Design sdram_arbiter, sky130hd; sources not shown.
### Where the registers sit, run 1

Other sequential cells in the stronger grey, the rest of the logic in the fainter grey.
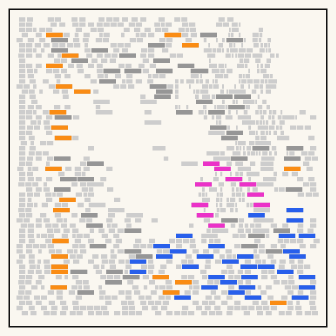
r_wd -> magenta  # flops 10
sdram_addr -> orange  # flops 23
req_readdata -> blue  # flops 32
footprint of the flip-flops and latches: 2980 sq um
post-layout utilization of the core: 0.488
flip-flop and latch share of the layout cell area: 0.241
power consumed by sequential cells: 0.00156 W

### Congestion heat map, run 1

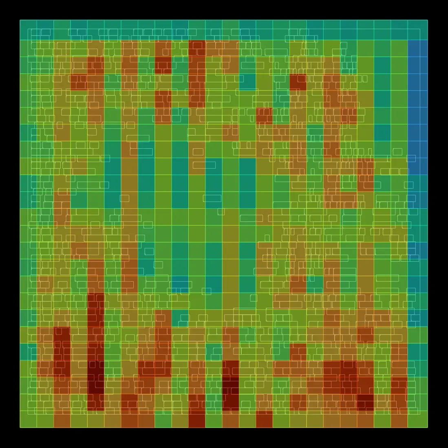
GR met2 Demand/Resource: 0.356
grt met3 use: 0.0622
most used routing layer in global routing: met2
Routed wire per std cell: 21.8 um

### Routed clock nets over the placement, run 1

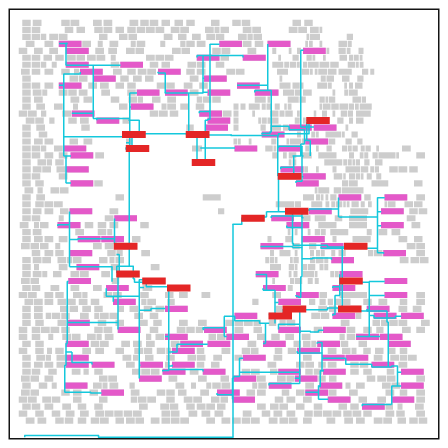
flip-flops -> magenta  # count 119
cells driving clock nets -> red  # count 17
clock wires -> cyan  # length 2000 um
routed clock nets = 18
flops lie = all over the die
reported clock group power: 0.00118 W
Clock power frac: 0.169
clock insertion delay at the later pin of the skew report: 0.41 ns

### Placed cells, one colour a class, run 1

Scale bar: 50 um.
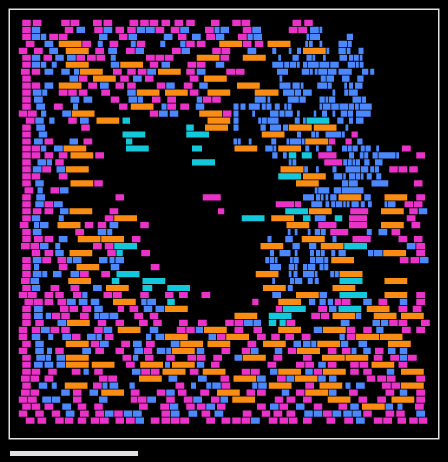
flip-flops -> orange  # cells 119
other buffers and delay cells -> magenta  # cells 435
all other logic -> blue  # cells 497
clock drivers and dummy loads -> cyan  # cells 32
site row count: 58
Core Region: 25300 sq um
cell area after layout: 12300 sq um

==> impl_summary.log, run 1 <==
[flow] summary of implementation run
INFO  metric slew-limit-headroom = 0.559
INFO  metric yosys-mux-area-fraction = 0.167
INFO  metric top_layer = met5
INFO  metric run_status = finished, final reports clean
INFO  metric synth_largest_type_area_fraction = 0.408
INFO  metric layout-area-overhead-vs-synth = 70.4%
INFO  metric comb_power = between 0.004 and 0.005 W
INFO  metric grt_overflow_total = 0
INFO  metric timing.setup.tns = 0 ns
INFO  metric layout_worst_path_cycle_share = 0.885
INFO  metric numClockSinks = roughly 120
INFO  metric warning_count = 36
INFO  metric synth_area_leader_cell = sky130_fd_sc_hd__dfrtp_1
INFO  metric topCombFamilyByArea = AND-OR/OR-AND gates
INFO  metric post_cts_resize_count = 0
INFO  metric gpl.final_weighted_congestion = approximately 0.93
INFO  metric num-clock-buffers = 17
INFO  metric worst_path_largest_cell_delay = 0.59 ns
INFO  metric drt-initial-drc-count = ~290
INFO  metric total_of_endpoints_with_negative_setup_slack_in_the_final_report = 0
INFO  metric min-delay-path-class = reg2reg
INFO  metric setup_ws = 0.603 ns
INFO  metric yosys_register_bits = ~120
INFO  metric layout.cells.largest_class = non-clock buffers
INFO  metric vias = 7227
INFO  metric die_y = ~170 um
INFO  metric combPwrFrac = 0.609
INFO  metric path_delay_family = buffers and inverters
INFO  metric synthMostInstantiatedCell = sky130_fd_sc_hd__dfrtp_1
INFO  metric fp.dieArea = about 28000 sq um
INFO  metric unrepaired_setup_endpoints_after_global_routing = no
INFO  metric placed_cells_incl_taps = between 1k and 1.5k
INFO  metric worstHoldPathCells = 1
INFO  metric grt.total_usage = 0.213
INFO  metric fp_util = 0.286
INFO  metric antenna_found_initial = 3
INFO  metric preCtsSetupSlack = between 0.2 and 0.25 ns
INFO  metric power.internal = 0.00393 W
INFO  metric most_frequent_logic_cell_in_the_layout = sky130_fd_sc_hd__clkdlybuf4s50_1
INFO  metric die.size.x = 167 um
INFO  metric post_drt_via_cell_ratio = about 5.1
INFO  metric clock_tree_area_fraction = 0.0471
INFO  metric post_synth_edffs = 0
INFO  metric grt_pass1_wl = ~45 mm
INFO  metric finalNetCount = between 1k and 1.5k
INFO  metric critPathRequiredTime = roughly 5.4 ns
INFO  metric layout_min_cycle_time = roughly 4.6 ns
INFO  metric h-tree-depth = 4
INFO  metric layout.cells.non_filler = around 1.4k
INFO  metric path_max_fanout = 34
INFO  metric p_seq_frac = 0.223
## Run 2: what changed since run 1
- GPL_TIMING_DRIVEN: not set -> 1
- SETUP_SLACK_MARGIN: not set -> 0.1
### PDN straps and rails, run 2

Pins as bars on the die edge. Tap cells in grey.
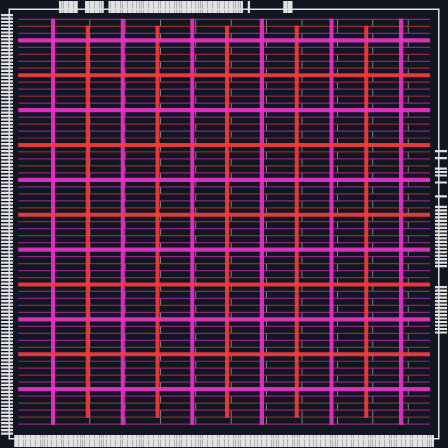
VDD -> red
VSS -> magenta
tap cells = 330
met4 straps = 11
rows = 58
Die Span X: 167 um
maximum ir drop on the vdd rail: 0.284 mV
die boundary height: 167 um

### Where the registers sit, run 2

Other sequential cells in the stronger grey, the rest of the logic in the fainter grey.
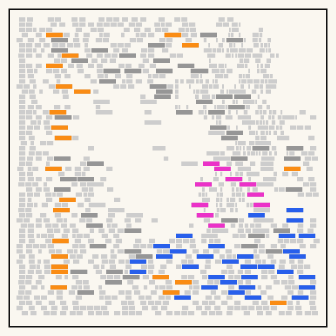
req_readdata -> blue  # flops 32
sdram_addr -> orange  # flops 23
r_wd -> magenta  # flops 10
not coloured = 54

### Congestion heat map, run 2

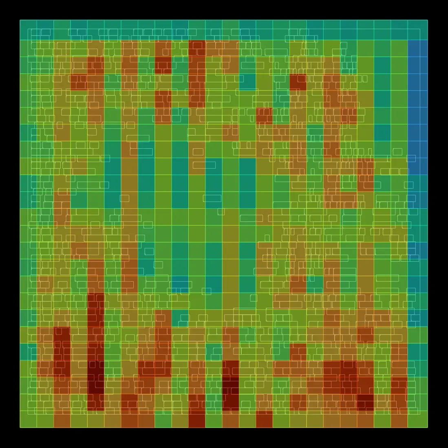
GR met1 Demand/Resource: 0.258
aggregate global-route resource usage: 0.213

==> run 2 against run 1 <==
  * Via count unchanged
  * Core utilization stayed put
  * Sequential share of layout area is the same
  * Cell count is the same
  * Sequential cell count unchanged
  * Sequential power is essentially flat
  * Design area did not move
  * Synthesized cell count did not move
  * Critical path type unchanged
  * Largest power group unchanged
  * Highest routed layer unchanged
==> impl_summary.log, run 2 <==
[flow] summary of implementation run
INFO  metric clock_net_power = 0.00118 W
INFO  metric grt-busiest-layer = met2
INFO  metric gpl.final_weighted_congestion = 0.934
INFO  metric top_layer = met5
INFO  metric p_seq_frac = 0.223
INFO  metric finalNetCount = around 1.4k
INFO  metric layout-area-overhead-vs-synth = 70.4%
INFO  metric path_delay_family = buffers and inverters
INFO  metric combPwrFrac = 0.609
INFO  metric criticalPathCategory = in2reg
INFO  metric synthMostInstantiatedCell = sky130_fd_sc_hd__dfrtp_1
INFO  metric final_layout_size_suffix_gt1_frac = 0.0729
INFO  metric rrSetupSlack = between 1 and 1.5 ns
INFO  metric most_frequent_logic_cell_in_the_layout = sky130_fd_sc_hd__clkdlybuf4s50_1
INFO  metric area.share.sequential = 0.241
INFO  metric layout_min_cycle_time = about 4.6 ns
INFO  metric seqCellArea = slightly below 3000 sq um
INFO  metric fillerInstances = between 2k and 2.5k
INFO  metric global_route.usage.met3 = 0.0622
INFO  metric antenna_found_initial = 3
INFO  metric h-tree-depth = 4
INFO  metric finalWirelength = between 30 and 40 mm
INFO  metric nNonClkInverters = 17
INFO  metric routedLengthMet1 = 12.6 mm
INFO  metric post_cts_resize_count = 0
INFO  metric unrepaired_setup_endpoints_after_global_routing = no
INFO  metric synth_warnings = 6
INFO  metric topCellsByArea = sky130_fd_sc_hd__dfrtp_1 (41%), sky130_fd_sc_hd__mux2i_1 (16%), sky130_fd_sc_hd__a221o_1 (7.6%)
INFO  metric worst_path_largest_cell_delay = about 0.6 ns
INFO  metric num-clock-buffers = 17
INFO  metric clock_latency = 0.41 ns
INFO  metric grt_overflow_total = 0
INFO  metric placed_cells_incl_taps = 1381
INFO  metric synth_largest_type_area_fraction = 0.408
INFO  metric fp.dieArea = around 28000 sq um
INFO  metric topCombFamilyByArea = AND-OR/OR-AND gates
INFO  metric run_status = finished, final reports clean
INFO  metric slew-limit-headroom = 0.559
INFO  metric postLayoutCoreUtil = 0.488
INFO  metric fp_util = 0.286
INFO  metric yosys_register_bits = 119
INFO  metric grt_pass1_wl = 44.9 mm
INFO  metric drt-initial-drc-count = 291
INFO  metric layout_top_cells = sky130_fd_sc_hd__clkdlybuf4s50_1 (415), sky130_fd_sc_hd__dfrtp_1 (118), sky130_fd_sc_hd__mux2i_1 (116)
INFO  metric critPathRequiredTime = roughly 5.4 ns
INFO  metric layout.cells.non_filler = about 1.4k
INFO  metric numClockSinks = between 100 and 150
INFO  metric comb_power = 0.00427 W
INFO  metric warning_count = 36
INFO  metric min-delay-path-class = reg2reg
INFO  metric clock_power_share = 0.169
INFO  metric total_of_endpoints_with_negative_setup_slack_in_the_final_report = 0
INFO  metric layout.cells.largest_class = non-clock buffers
INFO  metric placeableCoreArea = approximately 25000 sq um
INFO  metric seq-power = between 0.0015 and 0.002 W
INFO  metric routed_wire_length_per_instance = roughly 22 um
INFO  metric post_synth_edffs = 0
INFO  metric stdcell_area = between 10000 and 15000 sq um
INFO  metric clock_tree_area_fraction = 0.0471
INFO  metric synth_area_leader_cell = sky130_fd_sc_hd__dfrtp_1
INFO  metric layout_worst_path_cycle_share = 0.885
INFO  metric vias = slightly above 7k
INFO  metric synthFlopType = sky130_fd_sc_hd__dfrtp_1
INFO  metric yosys-mux-area-fraction = 0.167
INFO  metric worstHoldPathCells = 1
INFO  metric preCtsSetupSlack = about 0.23 ns
INFO  metric power.internal = 0.00393 W
Power figures rest on the tool's default switching activity, not on a simulated workload.
